`src/rtl/mips_pkg.sv`:
```
// Shared widths, limits and state type for the instruction fill responder.
package mips_pkg;

  localparam int unsigned PC_W         = 32;
  localparam int unsigned INSTR_W      = 32;
  localparam int unsigned FILL_LAT_MAX = 15;

  typedef enum logic [2:0] {
    IDLE,
    WAIT,
    READ,
    DATA,
    RESP
  } fill_state_t;

endpackage

```
`src/rtl/fill_req_fifo.sv`:
```
// Request FIFO for the fill responder: show-ahead read, synchronous clear,
// extra pointer bit to tell full from empty.
module fill_req_fifo #(
  parameter int unsigned WIDTH = 32,
  parameter int unsigned DEPTH = 4
) (
  input  logic             clk,
  input  logic             reset,
  input  logic             clear,
  input  logic             push,
  input  logic             pop,
  input  logic [WIDTH-1:0] din,
  output logic [WIDTH-1:0] dout,
  output logic             full,
  output logic             empty
);

  localparam int unsigned AW = $clog2(DEPTH);
  localparam logic [AW:0] PTR_ONE = 1;

  logic [WIDTH-1:0] mem [DEPTH];
  logic [AW:0]      wr_ptr;
  logic [AW:0]      rd_ptr;
  logic [AW-1:0]    wr_idx;

  assign empty = (wr_ptr == rd_ptr);
  assign full  = (wr_ptr[AW] != rd_ptr[AW]) && (wr_ptr[AW-1:0] == rd_ptr[AW-1:0]);
  assign dout  = mem[rd_ptr[AW-1:0]];

  // A push coinciding with clear lands in slot 0 so it survives the clear.
  always_comb begin
    wr_idx = wr_ptr[AW-1:0];
    if (clear) wr_idx = '0;
  end

  always_ff @(posedge clk or negedge reset) begin
    if (!reset) begin
      wr_ptr <= '0;
      rd_ptr <= '0;
    end else if (clear) begin
      rd_ptr <= '0;
      wr_ptr <= push ? PTR_ONE : '0;
    end else begin
      if (push && !full) wr_ptr <= wr_ptr + PTR_ONE;
      if (pop && !empty) rd_ptr <= rd_ptr + PTR_ONE;
    end
  end

  always_ff @(posedge clk) begin
    if (push && (clear || !full)) mem[wr_idx] <= din;
  end

endmodule

```
`src/rtl/instr_fill_responder.sv`:
```
// Instruction fill responder: queues fetch PCs, reads a synchronous RAM after
// LATENCY wait states and returns PC + instruction under valid/ready.
module instr_fill_responder
  import mips_pkg::*;
#(
  parameter int unsigned LATENCY = 0,
  parameter int unsigned DEPTH   = 4,
  parameter int unsigned ADDR_W  = 10
) (
  input  logic               clk,
  input  logic               reset,
  input  logic               flush,
  input  logic               req_valid,
  input  logic [PC_W-1:0]    req_pc,
  output logic               req_ready,
  output logic               fill_valid,
  input  logic               fill_ready,
  output logic [PC_W-1:0]    fill_pc,
  output logic [INSTR_W-1:0] fill_instr,
  output logic               mem_en,
  output logic [ADDR_W-1:0]  mem_addr,
  input  logic [INSTR_W-1:0] mem_rdata,
  output logic               busy
);

  localparam int unsigned      CNT_W       = $clog2(FILL_LAT_MAX + 1);
  localparam logic [CNT_W-1:0] LAT_INIT    = CNT_W'(LATENCY);
  localparam logic [CNT_W-1:0] CNT_ONE     = 1;
  localparam fill_state_t      START_STATE = (LATENCY == 0) ? READ : WAIT;

  fill_state_t      state;
  fill_state_t      state_next;
  logic [CNT_W-1:0] count;
  logic [CNT_W-1:0] count_next;
  logic [PC_W-1:0]  cur_pc;
  logic [PC_W-1:0]  fifo_dout;
  logic             fifo_full;
  logic             fifo_empty;
  logic             push;
  logic             pop;
  logic             capture;
  logic             ready_q;

  // ready_q keeps req_ready low while reset is held and for no longer.
  assign req_ready  = ready_q && !fifo_full;
  assign busy       = !req_ready;
  assign push       = req_valid && req_ready;
  assign fill_valid = (state == RESP);
  assign mem_en     = (state == READ);
  assign mem_addr   = mem_en ? cur_pc[ADDR_W+1:2] : '0;

  fill_req_fifo #(
    .WIDTH(PC_W),
    .DEPTH(DEPTH)
  ) u_fifo (
    .clk  (clk),
    .reset(reset),
    .clear(flush),
    .push (push),
    .pop  (pop),
    .din  (req_pc),
    .dout (fifo_dout),
    .full (fifo_full),
    .empty(fifo_empty)
  );

  always_comb begin
    state_next = state;
    count_next = count;
    pop        = 1'b0;
    capture    = 1'b0;
    unique case (state)
      IDLE: begin
        if (!fifo_empty) begin
          pop        = 1'b1;
          state_next = START_STATE;
          count_next = LAT_INIT;
        end
      end
      WAIT: begin
        if (count <= CNT_ONE) state_next = READ;
        else                  count_next = count - CNT_ONE;
      end
      READ: state_next = DATA;
      DATA: begin
        capture    = 1'b1;
        state_next = RESP;
      end
      RESP: begin
        if (fill_ready) begin
          if (!fifo_empty) begin
            pop        = 1'b1;
            state_next = START_STATE;
            count_next = LAT_INIT;
          end else begin
            state_next = IDLE;
          end
        end
      end
      default: state_next = IDLE;
    endcase
    // Redirect abandons whatever is in flight, including a pending RAM word.
    if (flush) begin
      state_next = IDLE;
      pop        = 1'b0;
      capture    = 1'b0;
    end
  end

  always_ff @(posedge clk or negedge reset) begin
    if (!reset) begin
      state      <= IDLE;
      count      <= '0;
      cur_pc     <= '0;
      fill_pc    <= '0;
      fill_instr <= '0;
      ready_q    <= 1'b0;
    end else begin
      state   <= state_next;
      count   <= count_next;
      ready_q <= 1'b1;
      if (pop) cur_pc <= fifo_dout;
      if (capture) begin
        fill_pc    <= cur_pc;
        fill_instr <= mem_rdata;
      end
    end
  end

endmodule
```
`config.mk`:
```
export PLATFORM = sky130hd
export DESIGN_NAME = instr_fill_responder
export DESIGN_NICKNAME = d
export VERILOG_FILES = /design/src/rtl/mips_pkg.sv /design/src/rtl/fill_req_fifo.sv /design/src/rtl/instr_fill_responder.sv
export SDC_FILE = /design/constraint.sdc
export NUM_CORES = 1
export LEC_CHECK = 0
export ABC_CLOCK_PERIOD_IN_PS = 5870
export CORE_MARGIN = 2
export CORE_UTILIZATION = 30
export CTS_CLUSTER_SIZE = 30
export DETAILED_ROUTE_END_ITERATION = 8
export PLACE_DENSITY = 0.56
export SETUP_SLACK_MARGIN = 0.2
export SYNTH_ARGS = -nofsm -noshare
export SYNTH_HDL_FRONTEND = slang
export SYNTH_SLANG_ARGS = --single-unit
```
`constraint.sdc`:
```
create_clock -name clk -period 5.87 [get_ports clk]
set_input_delay 0.8805 -clock clk [delete_from_list [all_inputs] [get_ports clk]]
set_output_delay 0.8805 -clock clk [all_outputs]
set_load 0.01 [all_outputs]
```
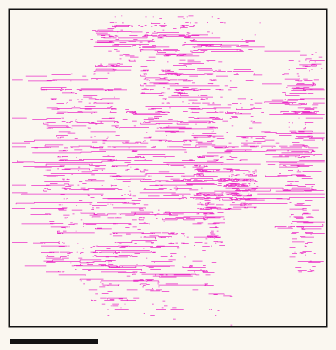
**Above:** run 1 (metal 1).
Scale bar: 50 um.
- longest straight run: 53.4 um
- share of all routed wire: 43%
- wire length on this layer: 7960 um
- main direction: horizontal
- nets with wire on the layer: 632
vias after detailed routing: 4699
wire length reported by the detailed router: 18.5 mm
fraction of met1 tracks used by global routing: 14.2%

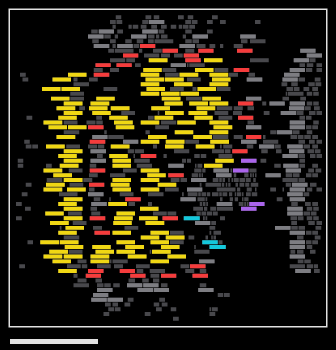
**Above:** run 1 (sequential cells coloured by netlist name).
Scale bar: 50 um. Other sequential cells in the stronger grey, the rest of the logic in the fainter grey.
- cur_pc: red (sequential cells 32)
- u_fifo.rd_ptr: cyan (sequential cells 3)
- count: purple (sequential cells 4; where middle right)
- u_fifo.mem: yellow (sequential cells 128)
- not coloured: 71

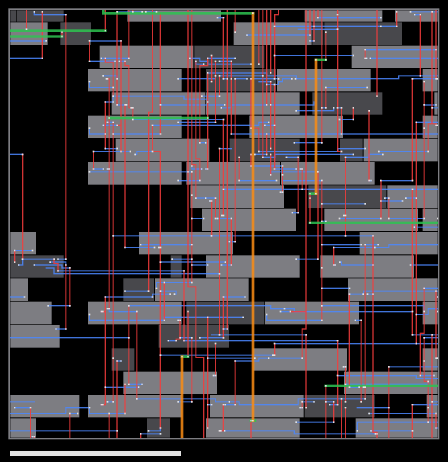
**Above:** run 1 (a small window of the routed layout).
Scale bar: 20 um. Region (65, 101) to (115, 151) um. Cells in grey, sequential cells in the stronger grey; small squares are vias.
- metal 2: red
- metal 3: green
- metal 1: blue
- metal 4: orange
- sequential cells in the window: 37
- netlist names of flops here include: u_fifo.mem (34), fill_pc (2)
- most frequent: edfxtp_1 (34), mux4_2 (7)
- cells with their middle in the window: 55

==> results.toml, run 1 <==
# flow metrics
[detailed_routing]
vias_per_cell = 4.46
drc_errors = 0
drt-pass1-iter-count = 4
routed_wire_length_per_instance_um = 17.6

[setup_path]
crit_fanout = 35
critical_path.max_stage_delay_ps = 970
cell_with_the_largest_stage_delay_on_the_worst_path = "dfrtp_2"

[grt]
global_route.usage.met2_pct = 19.6
antenna_found_initial = 2
grt_use_total_pct = 11.4

[synthesis]
synthTopLogicFamily = "multiplexers"
synth_cell_area_sq_um = 9250
synth.largest_area_cell = "edfxtp_1"
mux_contribution_to_synthesized_area_pct = 20.8
basic_gates_by_area_pct = 2.56
number_of_flops_mapped_to_enable_cells_by_yosys = 128
ys_area_sq_um = 9250
ys_cells = 476

[power]
net_switching_share_of_the_total_power_pct = 26.4
power_switching_mw = 1.50
share_seq_of_total_power_pct = 42.0

[hold_path]
holdCritPathClass = "in -> async"

[finish]
flop-count = 238
seq-cell-share_pct = 54.7

[floorplanning]
core_region_area_sq_um = 30500

[cts]
cts_made_buffers = 27
cts_root_buffer = "clkbuf_16"
cts_tree = "done"

[final_timing]
worst_pin_slew_ps = 1180
layout_min_cycle_time_ps = 3770
slew_viol_final = 0

[status]
status = "complete, no violations"

[placed_design]
buffer_ports.inserted = 146
-- run 1: final timing paths --
| check | start | endpoint | slack, ps | depth (start not counted) |
|---|---|---|---|---|
| worst max-delay path | u_fifo.rd_ptr[1] | req_ready | 2100 | 3 |
| worst min-delay path | reset | fill_instr[10] | 360 | 1 |
| worst max register to register | u_fifo.rd_ptr[1] | cur_pc[25] | 2590 | 4 |
| worst min register to register | fill_instr[10] | fill_instr[10] | 480 | 1 |
| max in group asynchronous | reset | u_fifo.rd_ptr[1] | 4190 | 2 |
| min in group clk | fill_instr[10] | fill_instr[10] | 480 | 1 |
-- run 1: state kept, by name, summed over array words and instances, names as in the netlist --
register       flops
u_fifo.mem       128
cur_pc            32
fill_instr        32
fill_pc           32
count              4
state              3
u_fifo.rd_ptr      3
u_fifo.wr_ptr      3
ready_q            1
-- run 1: cell families after synthesis --
kind of cell / after synthesis
fa+ha+maj: 4
compound gates: 20
other cells: 1
simple gates: 44
xor+xnor: 9
buf+inv: 31
mux: 129
flops: 238
-- run 1: power groups by stage --
stage,Sequential (mW),Clock [mW],Combinational [mW]
6_report,2.39,1.74,1.57
5_1_grt,2.45,1.86,1.68
4_1_cts,2.40,1.79,1.60
3_5_place_dp,2.43,0,1.60
3_3_place_gp,2.41,0,1.57
2_1_floorplan,2.42,0,0.861
-- run 1: metrics by stage --
| step | instances | hold slack [ps] | setup WS, ps | total power, mW |
|---|---|---|---|---|
| after global placement | 1004 | 467 | 2320 | 3.98 |
| after detailed placement | 1004 | 476 | 2230 | 4.02 |
| after floorplan | 476 | 452 | 1120 | 3.28 |
| final | 1054 | 356 | 2100 | 5.69 |
| after global routing | 1054 | 406 | 1920 | 5.99 |
| after CTS | 1054 | 366 | 1960 | 5.79 |
**Run 1: clock nets**

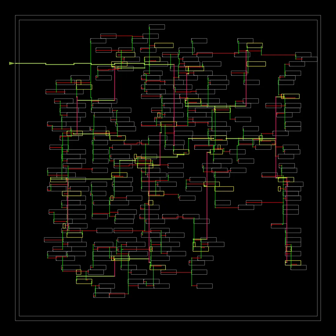

==> run 2, diff against run 1 <==
--- a/config.mk
+++ b/config.mk
@@ -5,7 +5,7 @@
 export SDC_FILE = /design/constraint.sdc
 export NUM_CORES = 1
 export LEC_CHECK = 0
-export ABC_CLOCK_PERIOD_IN_PS = 5870
+export ABC_CLOCK_PERIOD_IN_PS = 3510
 export CORE_MARGIN = 2
 export CORE_UTILIZATION = 30
 export CTS_CLUSTER_SIZE = 30
==> constraint.sdc (replaced) <==
create_clock -name clk -period 3.51 [get_ports clk]
set_input_delay 0.5265 -clock clk [delete_from_list [all_inputs] [get_ports clk]]
set_output_delay 0.5265 -clock clk [all_outputs]
set_load 0.01 [all_outputs]
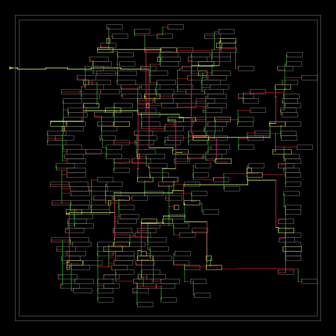
**Above:** run 2 (clock nets).
FF+latch count: 238
total CTS buffers: 26
Sinks on Clock Net: 238

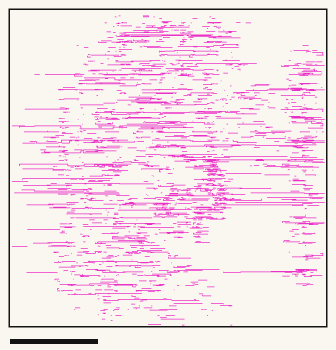
**Above:** run 2 (metal 1).
Scale bar: 50 um.
- share of all routed wire: 43%
- main direction: horizontal
- nets with wire on the layer: 629

==> results.toml, run 2 <==
# flow metrics
[synthesis]
basic_gates_by_area_pct = 2.56
synth_cell_area_sq_um = 9250
mux_contribution_to_synthesized_area_pct = 20.8
ys_cells = 476
synth.largest_area_cell = "edfxtp_1"
number_of_flops_mapped_to_enable_cells_by_yosys = 128
synthTopLogicFamily = "multiplexers"
ys_area_sq_um = 9250

[finish]
largest_register = "u_fifo.mem"
largest_register_ffs = 128
finish.utilization_pct = 39.8

[detailed_routing]
vias_per_cell = 4.50
routed_wire_length_per_instance_um = 17.7
detail_route.wirelength_mm = 18.8
dr_wl_met2_mm = 9.17
vias_after_detailed_routing = 4777
drt-pass1-iter-count = 4
drc_errors = 0

[final_timing]
unrepaired_setup_endpoints_after_global_routing = "false"
layout_min_cycle_time_ps = 3160
slew_viol_final = 0
timing_hold_violations_final = 0
worst_pin_slew_ps = 999

[setup_path]
crit_fanout = 11
critical_path.max_stage_delay_ps = 770
cell_with_the_largest_stage_delay_on_the_worst_path = "nor2_1"
crit_path_start = "state[2]"
worst_r2r_src = "state[1]"

[cts]
cts_root_buffer = "clkbuf_16"
cts_tree = "done"

[floorplanning]
core_region_area_sq_um = 30500

[power]
design_power_total_mw = 9.47

[grt]
antenna_found_initial = 1
grt_use_total_pct = 11.6

[status]
status = "complete, no violations"

[hold_path]
holdCritPathClass = "in -> async"
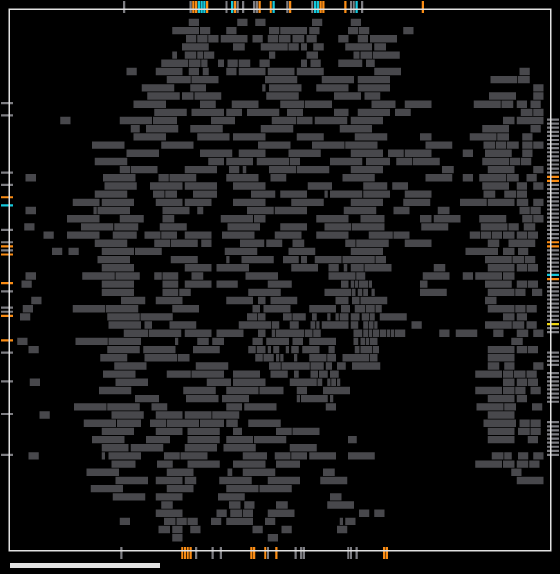
**Above:** run 2 (I/O pins on the die edge).
Scale bar: 50 um. Pins as bars across the die edge, other pins in grey.
- fill_pc: orange (pins 32; direction output; edge 11 top, 10 bottom, 6 left, 5 right)
- fill_valid: yellow (pins 1; direction output; edge right)
- mem_addr: cyan (pins 10; direction output; edge 8 top, 1 left, 1 right)
- all pins by edge: 74 right, 31 top, 21 bottom, 21 left
die height: 180 um
horizontal die dimension: 180 um
port buffer count: 146

-- run 2: per-layer routing --
layer  track usage, %  vias up
met5                0        -
met4             2.99        0
met3             3.12       39
met2             19.7      142
met1             14.6     2432
li1                 -     2164
-- run 2: cell type report --
type                            count  area, sq um  share of cell area, %
Sequential cell                   238         6600                   54.4
Multi-Input combinational cell    207         2500                   20.6
Clock inverter                     14          174                   1.43
Timing Repair Buffer              161         1600                   13.2
Tap cell                          396          495                   4.08
Antenna cell                        2         5.00                 0.0412
Clock buffer                       34          733                   6.04
Inverter                           10         37.5                  0.309
-- run 2: worst max-delay path: cells and delay by family (launching register included) --
kind,cells,cell delay (ps)
buffers and inverters,1,560
flip-flops,1,440
AND/OR/NAND/NOR,2,1100
-- run 2: logic make-up (layout without fill, tap and decap cells) --
kind of cell               count (synthesis)  after routing
and+or+nand+nor                           44             44
buffers and inverters                     31            219
DFF                                      238            238
muxes                                    129            129
xor gates and xnor gates                   9              9
other                                      1              3
AOI/OAI and AO/OA                         20             20
adders and majority gates                  4              4
-- run 2: report_power, final --
group	switching, mW	internal [mW]
logic	1.02	1.67
clock network	1.10	1.71
registers	0.403	3.57
-- run 2: path summary, 6_finish.rpt --
check	to	slack [ps]	cells past startpoint
hold reg to reg	cur_pc[26]	480	1
max in group asynchronous	fill_instr[17]	2620	2
setup / recovery	mem_addr[8]	350	3
setup reg to reg	cur_pc[13]	900	5
hold / removal	state[1]	170	1
min in group clk	cur_pc[26]	480	1
-- run 2: per-stage QoR --
step / cells / cell area (sq um) / setup slack, ps / hold WS (ps)
finish: 1062 / 12100 / 352 / 171
floorplan: 476 / 9250 / -218 / 231
global placement: 1012 / 11200 / 742 / 466
global route: 1060 / 12100 / 312 / 241
detailed placement: 1012 / 11200 / 707 / 468
CTS: 1060 / 12100 / 384 / 205
**Run 2: sequential cells coloured by netlist name**

Scale bar: 50 um. Other sequential cells in the stronger grey, the rest of the logic in the fainter grey.
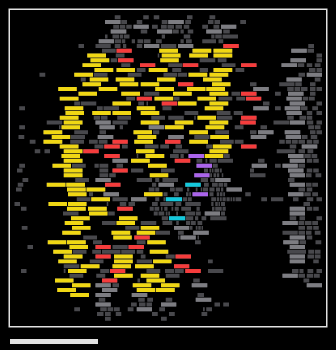

==> run 3, diff against run 2 <==
--- a/config.mk
+++ b/config.mk
@@ -11,6 +11,7 @@
 export CTS_CLUSTER_SIZE = 30
 export DETAILED_ROUTE_END_ITERATION = 8
 export PLACE_DENSITY = 0.56
+export RECOVER_POWER = 50
 export SETUP_SLACK_MARGIN = 0.2
 export SYNTH_ARGS = -nofsm -noshare
 export SYNTH_HDL_FRONTEND = slang
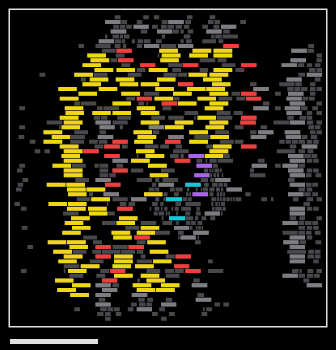
**Above:** run 3 (sequential cells coloured by netlist name).
Scale bar: 50 um. Other sequential cells in the stronger grey, the rest of the logic in the fainter grey.
- count: purple (sequential cells 4; where centre)
- cur_pc: red (sequential cells 32)
- u_fifo.mem: yellow (sequential cells 128)
- u_fifo.rd_ptr: cyan (sequential cells 3)
- not coloured: 71
proportion of cell area occupied by registers: 54.7%
fin util: 39.6%
area taken by flip-flops and latches: 6600 sq um
sequential cell power: 3.97 mW

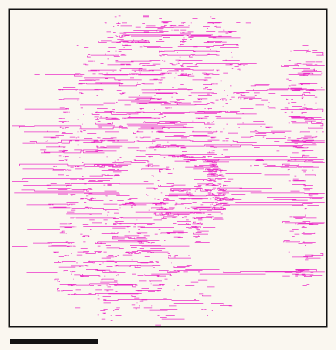
**Above:** run 3 (metal 1).
Scale bar: 50 um.
- wire length on this layer: 7980 um
- longest straight run: 59.3 um

==> results.toml, run 3 <==
# flow metrics
[detailed_routing]
routed_wire_length_per_instance_um = 17.7
detail_route.wirelength_mm = 18.8
vias_after_detailed_routing = 4779
vias_per_cell = 4.50
drc_errors = 0

[setup_path]
crit_path_start = "state[2]"
worst_r2r_src = "state[1]"
reg2reg_setup_slack_ps = 460
crit_fanout = 11
cp-end-kind = "primary output"

[final_timing]
timing_hold_violations_final = 0
post_route_hold_slack_ps = 483
unrepaired_setup_endpoints_after_global_routing = "false"
slew_viol_final = 71
worst_pin_slew_ps = 1940
postLayoutSetupSlackWorst_ps = 347
layout_min_cycle_time_ps = 3160

[placed_design]
dp_slack_ps = 707
dpl-instance-area_sq_um = 11200
place_inst = 1012

[synthesis]
synthCells = 476
yosys.area.top_type_share_pct = 41.6
number_of_flops_mapped_to_enable_cells_by_yosys = 128
synth.largest_area_cell = "edfxtp_1"
ys_cells = 476
synth_cell_area_sq_um = 9250
ys_area_sq_um = 9250

[finish]
final_nets = 717
most_common_library_cell_in_the_layout_ignoring_fill_and_taps = "edfxtp_1"
final_area_sq_um = 12100
largest_register = "u_fifo.mem"
post_layout_nonfiller_instances = 1062
largest_register_ffs = 128

[floorplanning]
die_w_um = 180
die_h_um = 180
core_region_area_sq_um = 30500

[grt]
grt-ovfl-total = 0
grt_use_total_pct = 11.6

[status]
status = "complete, but fails checks"
violations = "capacitance limit, slew limit"

[power]
design_power_total_mw = 9.42

[run]
max-cap-violations = 1

[cts]
cts_root_buffer = "clkbuf_16"
cts_made_buffers = 26

[hold_path]
holdCritPathClass = "reg -> reg"
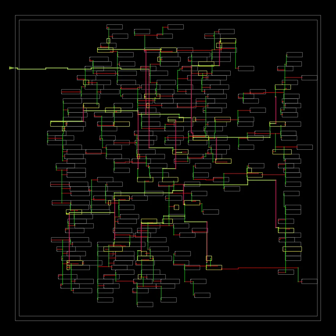
**Above:** run 3 (clock nets).
Layout Skew: 9.47 ps
power consumed by the clock network: 2.80 mW
clock buffer count in the final layout: 34
insertion delay to the later sink of the worst-skew pair: 530 ps

run 3: netlist changes by cell type in the layout (fill, tap and decap cells not counted), sizes merged:
cell,before,now
dlygate4sd3,0,34
clkbuf,34,38
clkdlybuf4s50,145,111
buf,16,12
run 3: metal layers:
| layer | wire length, um | up-vias | GRT usage, % |
|---|---|---|---|
| li1 | - | 2164 | - |
| met1 | 7980 | 2427 | 14.6 |
| met2 | 9140 | 143 | 19.7 |
| met3 | 1230 | 43 | 3.12 |
| met4 | 394 | 2 | 2.99 |
| met5 | 11 | - | 0 |
run 3: worst paths after layout:
path / endpoint / depth (start not counted)
max reg2reg: cur_pc[13] / 5
min: cur_pc[26] / 1
min reg2reg: cur_pc[26] / 1
max in group asynchronous: fill_instr[17] / 2
max: mem_addr[8] / 3
min in group asynchronous: fill_pc[23] / 1
run 3: area by class of cell:
class,count,area (sq um),area share (%)
clock inverter,14,174,1.44
inverter,10,37.5,0.311
clock buffer,34,733,6.08
multi-input combinational,207,2450,20.3
antenna,2,5.00,0.0415
tap,396,495,4.11
sequential,238,6600,54.7
timing repair buffer,161,1570,13.0
run 3: worst max-delay path: stages (launching register included):
cell and delay, ps:
dfrtp_1 440, nor2_1 770, and3_1 330, clkdlybuf4s50_1 560
run 3: report_power, final:
part           leakage [nW]  total, mW  internal, mW  switching (mW)
clock network         0.436       2.80          1.71            1.10
registers              2.53       3.97          3.57           0.401
logic                  1.55       2.65          1.64            1.01
run 3: cell families after synthesis:
family                     share of synthesized area (%)
buffers and inverters                               2.04
adders and majority gates                          0.541
and+or+nand+nor                                     2.56
AOI/OAI and AO/OA                                   1.65
DFF                                                 71.3
muxes                                               20.8
xor gates and xnor gates                            1.01
other                                             0.0406
Power figures rest on the tool's default switching activity, not on a simulated workload.
